<file path="config.mk">
export PLATFORM = sky130hd
export DESIGN_NAME = stream_mux_arb_flat
export DESIGN_NICKNAME = d
export VERILOG_FILES = /design/src/rtl/stream_mux_arb_if.sv /design/src/rtl/stream_mux_arb.sv /design/src/flat_wrapper.sv
export SDC_FILE = /design/constraint.sdc
export NUM_CORES = 1
export LEC_CHECK = 0
export CORE_MARGIN = 3
export CORE_UTILIZATION = 50
export CTS_CLUSTER_DIAMETER = 80
export DETAILED_ROUTE_END_ITERATION = 6
export GPL_TIMING_DRIVEN = 1
export MAX_ROUTING_LAYER = met4
export PLACE_DENSITY_LB_ADDON = 0.08
export SYNTH_ARGS = -nofsm -noshare
export SYNTH_HDL_FRONTEND = slang
export SYNTH_SLANG_ARGS = --single-unit
</file>
<file path="constraint.sdc">
create_clock -name clk -period 3.9 [get_ports clk]
set_input_delay 0.585 -clock clk [delete_from_list [all_inputs] [get_ports clk]]
set_output_delay 0.585 -clock clk [all_outputs]
set_load 0.005 [all_outputs]
</file>
<file path="src/rtl/stream_mux_arb_if.sv">
// Handshake bundle between N stream producers, the arbitrating mux and one consumer.
// The producer/consumer side uses the master modport; the mux uses slave.
interface stream_mux_arb_if #(
   parameter int WIDTH    = 8,
   parameter int CHANNELS = 4,
   parameter int SEL_W    = 2
);
   logic                         mode;
   logic [SEL_W-1:0]             sel;
   logic [CHANNELS-1:0]          in_valid;
   logic [CHANNELS*WIDTH-1:0]    in_data;
   logic [CHANNELS-1:0]          in_ready;
   logic                         out_valid;
   logic [WIDTH-1:0]             out_data;
   logic [SEL_W-1:0]             out_ch;
   logic                         out_ready;

   modport master (
      output mode, sel, in_valid, in_data, out_ready,
      input  in_ready, out_valid, out_data, out_ch
   );

   modport slave (
      input  mode, sel, in_valid, in_data, out_ready,
      output in_ready, out_valid, out_data, out_ch
   );
endinterface

</file>
<file path="src/rtl/stream_mux_arb.sv">
// N-channel registered stream mux: one beat per cycle is granted either by an explicit
// select or round-robin, and held in a single output register until the consumer takes it.
module stream_mux_arb #(
   parameter int WIDTH    = 8,
   parameter int CHANNELS = 4,
   parameter int SEL_W    = 2
) (
   input  logic                   clk,
   input  logic                   rst_n,
   stream_mux_arb_if.slave        bus
);
   localparam int SLOTS = 2 ** SEL_W;

   logic [SLOTS-1:0]  valid_pad;
   logic [WIDTH-1:0]  ch_data [SLOTS];
   logic [SEL_W-1:0]  grant;
   logic              grant_vld;
   logic              can_load;
   logic              xfer;
   int                cand;

   logic              out_valid_q, out_valid_d;
   logic [WIDTH-1:0]  out_data_q,  out_data_d;
   logic [SEL_W-1:0]  out_ch_q,    out_ch_d;
   logic [SEL_W-1:0]  ptr_q,       ptr_d;

   // Unused select codes read as never-valid with zero data, so an out-of-range sel never grants.
   always_comb begin
      valid_pad                 = '0;
      valid_pad[CHANNELS-1:0]   = bus.in_valid;
   end

   for (genvar gi = 0; gi < SLOTS; gi++) begin : g_slot
      if (gi < CHANNELS) begin : g_used
         assign ch_data[gi] = bus.in_data[gi*WIDTH +: WIDTH];
      end else begin : g_pad
         assign ch_data[gi] = '0;
      end
   end

   always_comb begin
      grant     = '0;
      grant_vld = 1'b0;
      cand      = 0;
      if (!bus.mode) begin
         if (valid_pad[bus.sel]) begin
            grant     = bus.sel;
            grant_vld = 1'b1;
         end
      end else begin
         for (int k = 0; k < CHANNELS; k++) begin
            cand = int'(ptr_q) + k;
            if (cand >= CHANNELS) cand = cand - CHANNELS;
            if (!grant_vld && valid_pad[SEL_W'(cand)]) begin
               grant     = SEL_W'(cand);
               grant_vld = 1'b1;
            end
         end
      end
   end

   // Loading while the held beat drains in the same cycle keeps full throughput.
   assign can_load = !out_valid_q || bus.out_ready;
   assign xfer     = grant_vld && can_load;

   for (genvar gi = 0; gi < CHANNELS; gi++) begin : g_ready
      assign bus.in_ready[gi] = xfer && (grant == SEL_W'(gi));
   end

   always_comb begin
      out_valid_d = out_valid_q;
      out_data_d  = out_data_q;
      out_ch_d    = out_ch_q;
      ptr_d       = ptr_q;
      if (xfer) begin
         out_valid_d = 1'b1;
         out_data_d  = ch_data[grant];
         out_ch_d    = grant;
         if (bus.mode) begin
            ptr_d = (int'(grant) == CHANNELS - 1) ? '0 : grant + 1'b1;
         end
      end else if (bus.out_ready) begin
         out_valid_d = 1'b0;
      end
   end

   always_ff @(posedge clk or negedge rst_n) begin
      if (!rst_n) begin
         out_valid_q <= 1'b0;
         out_data_q  <= '0;
         out_ch_q    <= '0;
         ptr_q       <= '0;
      end else begin
         out_valid_q <= out_valid_d;
         out_data_q  <= out_data_d;
         out_ch_q    <= out_ch_d;
         ptr_q       <= ptr_d;
      end
   end

   assign bus.out_valid = out_valid_q;
   assign bus.out_data  = out_data_q;
   assign bus.out_ch    = out_ch_q;
endmodule

</file>
<file path="src/flat_wrapper.sv">
// flat-port wrapper written by rule: the top's interface ports become plain ports
module stream_mux_arb_flat 
#(
   parameter int WIDTH    = 8,
   parameter int CHANNELS = 4,
   parameter int SEL_W    = 2
)
  (clk, rst_n, bus_mode, bus_sel, bus_in_valid, bus_in_data, bus_out_ready, bus_in_ready, bus_out_valid, bus_out_data, bus_out_ch);
  stream_mux_arb_if #(.WIDTH(WIDTH), .CHANNELS(CHANNELS), .SEL_W(SEL_W)) bus_i ();
  input  logic clk;
  input  logic rst_n;
  input wire logic [$bits(bus_i.mode)-1:0] bus_mode;
  input wire logic [$bits(bus_i.sel)-1:0] bus_sel;
  input wire logic [$bits(bus_i.in_valid)-1:0] bus_in_valid;
  input wire logic [$bits(bus_i.in_data)-1:0] bus_in_data;
  input wire logic [$bits(bus_i.out_ready)-1:0] bus_out_ready;
  output wire logic [$bits(bus_i.in_ready)-1:0] bus_in_ready;
  output wire logic [$bits(bus_i.out_valid)-1:0] bus_out_valid;
  output wire logic [$bits(bus_i.out_data)-1:0] bus_out_data;
  output wire logic [$bits(bus_i.out_ch)-1:0] bus_out_ch;
  assign bus_i.mode = bus_mode;
  assign bus_i.sel = bus_sel;
  assign bus_i.in_valid = bus_in_valid;
  assign bus_i.in_data = bus_in_data;
  assign bus_i.out_ready = bus_out_ready;
  assign bus_in_ready = bus_i.in_ready;
  assign bus_out_valid = bus_i.out_valid;
  assign bus_out_data = bus_i.out_data;
  assign bus_out_ch = bus_i.out_ch;
  stream_mux_arb #(.WIDTH(WIDTH), .CHANNELS(CHANNELS), .SEL_W(SEL_W)) u_core (.clk(clk), .rst_n(rst_n), .bus(bus_i));
endmodule
</file>
final_placement.png
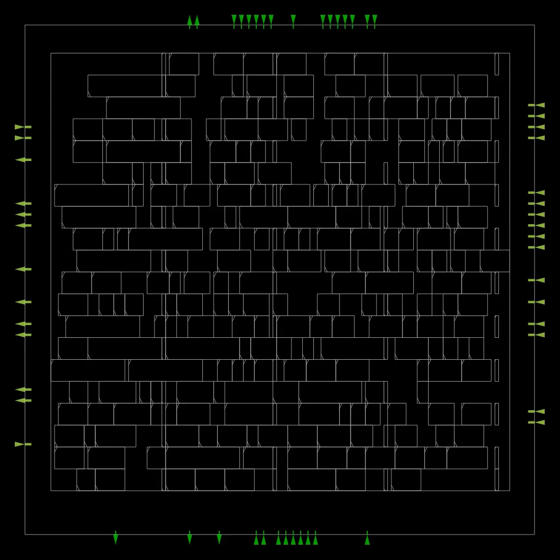
final non-filler cell total: 285
flop count: 13
Layout Utilization: 70.48%

==> flow_summary.yaml <==
# synthesis and place-and-route metrics
logic_synthesis:
  top_cell: "inv_1"
  ys_seq_share_pct: 19.79
  synth_cell_types: 38
  ff_type: "dfrtp_1"
  synth_top_area_share_pct: 19.79
  edf_count: 0
  common_cells: "18 x inv_1, 17 x a21oi_1, 17 x o21ai_0"
  top_area_cell: "dfrtp_1"
  ys_ff: 13
  simple_gate_area_share_pct: 17.73
  adder_share_pct: 3.044
  async_flop_share_pct: 100.0
  yosysCellCount: 193
  yosys_area_um2: 1644
  synthAoiAreaFrac_pct: 41.93
  synth_area_um2: 1644
  logic_family: "AND-OR/OR-AND gates"
  ys_warn_count: 0
die:
  ioPinCount: 57
  die_height_um: 63.34
  rows: 20
  nWellTaps: 44
  die_area_um2: 4012
  core-area_um2: 3103
  die_x_um: 63.34
sta:
  finalCriticalPeriod_ns: 3.476
  fin_crit_sh_pct: 89.13
  worst_slack_ns: 0.4238
  finalMaxSlewViolations: 0
  setup_violations: 0
  rsz0062_at_grt: "no"
  final_hold_viol_count: 0
  fin_skew_ns: 0.007147
  fin_setup_tns_ns: 0
  tightest_slew_ns: 0.5480
finish:
  largest_reg_flops: 8
  inv_count: 19
  mostFrequentLayoutCell: "clkdlybuf4s50_1"
  stdcell_area_um2: 2187
  logic_area_um2: 1096
  nNonClkBuffers: 63
  top_area_cell_class: "combinational gates"
  clkbuf_count: 4
  clk_share_pct: 1.201
  fillerInstances: 286
  nNetsFinal: 288
  area_growth_pct: 33.03
  diodes: 0
  seqCellArea_um2: 325.3
  layout_top_cells: "56 x clkdlybuf4s50_1, 18 x inv_1, 17 x a21oi_1, 17 x o21ai_0"
  drive_gt1_share_pct: 11.20
clock_network:
  hold_buffers: 0
  cts.sinks: 13
  htree_levels: 1
  cts_buffers: 3
  clockRootBuffer: "clkbuf_4"
  cts_tree: "yes"
  cts_max_path_buffers: 2
  worstSkewPairLatency_ns: 0.27
  ctsResizeCount: 0
worst_setup_path:
  reg2regPathDepth: 6
  crit_path_start_kind: "input port"
  crit_start: "bus_in_valid[0]"
  path_class: "input port to output pin"
  cp_max_fo: 8
  arrival_ns: 2.89
  cp-end-kind: "output pin"
  r2r_start: "u_core.ptr_q[1]"
  r2r_end: "u_core.bus.out_data[7]"
  crit_end: "bus_in_ready[0]"
placed_design:
  port_buffers: 56
  dp_cells: 281
global_route:
  gr-max-usage-layer: "met2"
  use_met1_pct: 33.37
  antenna_found_initial: 0
  grt_max_degree: 33
  grt.overflow.total: 0
  grt_pass1_vias: 1676
  grtUsageTotal_pct: 24.55
  grt_util_met2_pct: 37.68
min_path:
  hold_path_end: "u_core.bus.out_ch[0]"
  min_path_type: "flip-flop to flip-flop"
  hold_depth: 2
  min_from: "u_core.bus.out_ch[0]"
outcome:
  status: "complete, no violations"
routing:
  drtIter0Drc: 162
  vias_per_cell: 6.021
  drt_pre_antenna_iters: 4
  post-route-drc-count: 0
  ant_nets: 0
  vias: 1716
pwr:
  p_switching_w: 0.0003151
  comb_power_share_pct: 60.9
  p_leak_nw: 0.8751
  switching_share_pct: 39.86
  powerDensity_nw_per_um2: 361.4
  power_frac_seq_pct: 28.8
  p_seq_w: 0.000227
run:
  warning_count: 29
  maxCapViolCount: 0
pdn.png
The bar under the picture is 20 um long. Pins as bars on the die edge. Tap cells in grey.
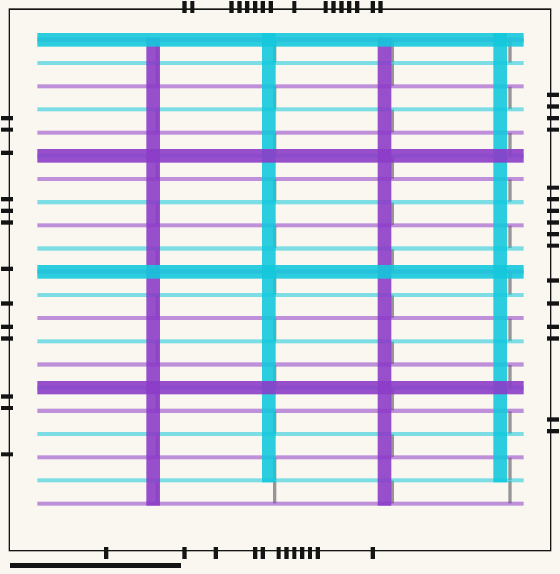
legend:
  VSS:
    colour: purple
  VDD:
    colour: cyan
met1 rails: 21
tap cells: 44
met5 straps: 4

-- worst max-delay path, stage by stage --
cell and delay [ns]:
clkdlybuf4s50_1 0.65, nand4bb_1 0.23, a211o_2 0.36, nand2_1 0.07
o21ai_1 0.11, inv_2 0.10, ha_1 0.15, and2_1 0.13
clkdlybuf4s50_1 0.50
-- layer usage --
layer / vias up / routed length, um / share of wire [%]
met5: - / 0 / 0
met4: 0 / 44 / 0.93
met3: 7 / 354 / 7.5
met2: 58 / 2195 / 47
met1: 806 / 2125 / 45
li1: 845 / - / -
Power and IR drop assume default switching activity.
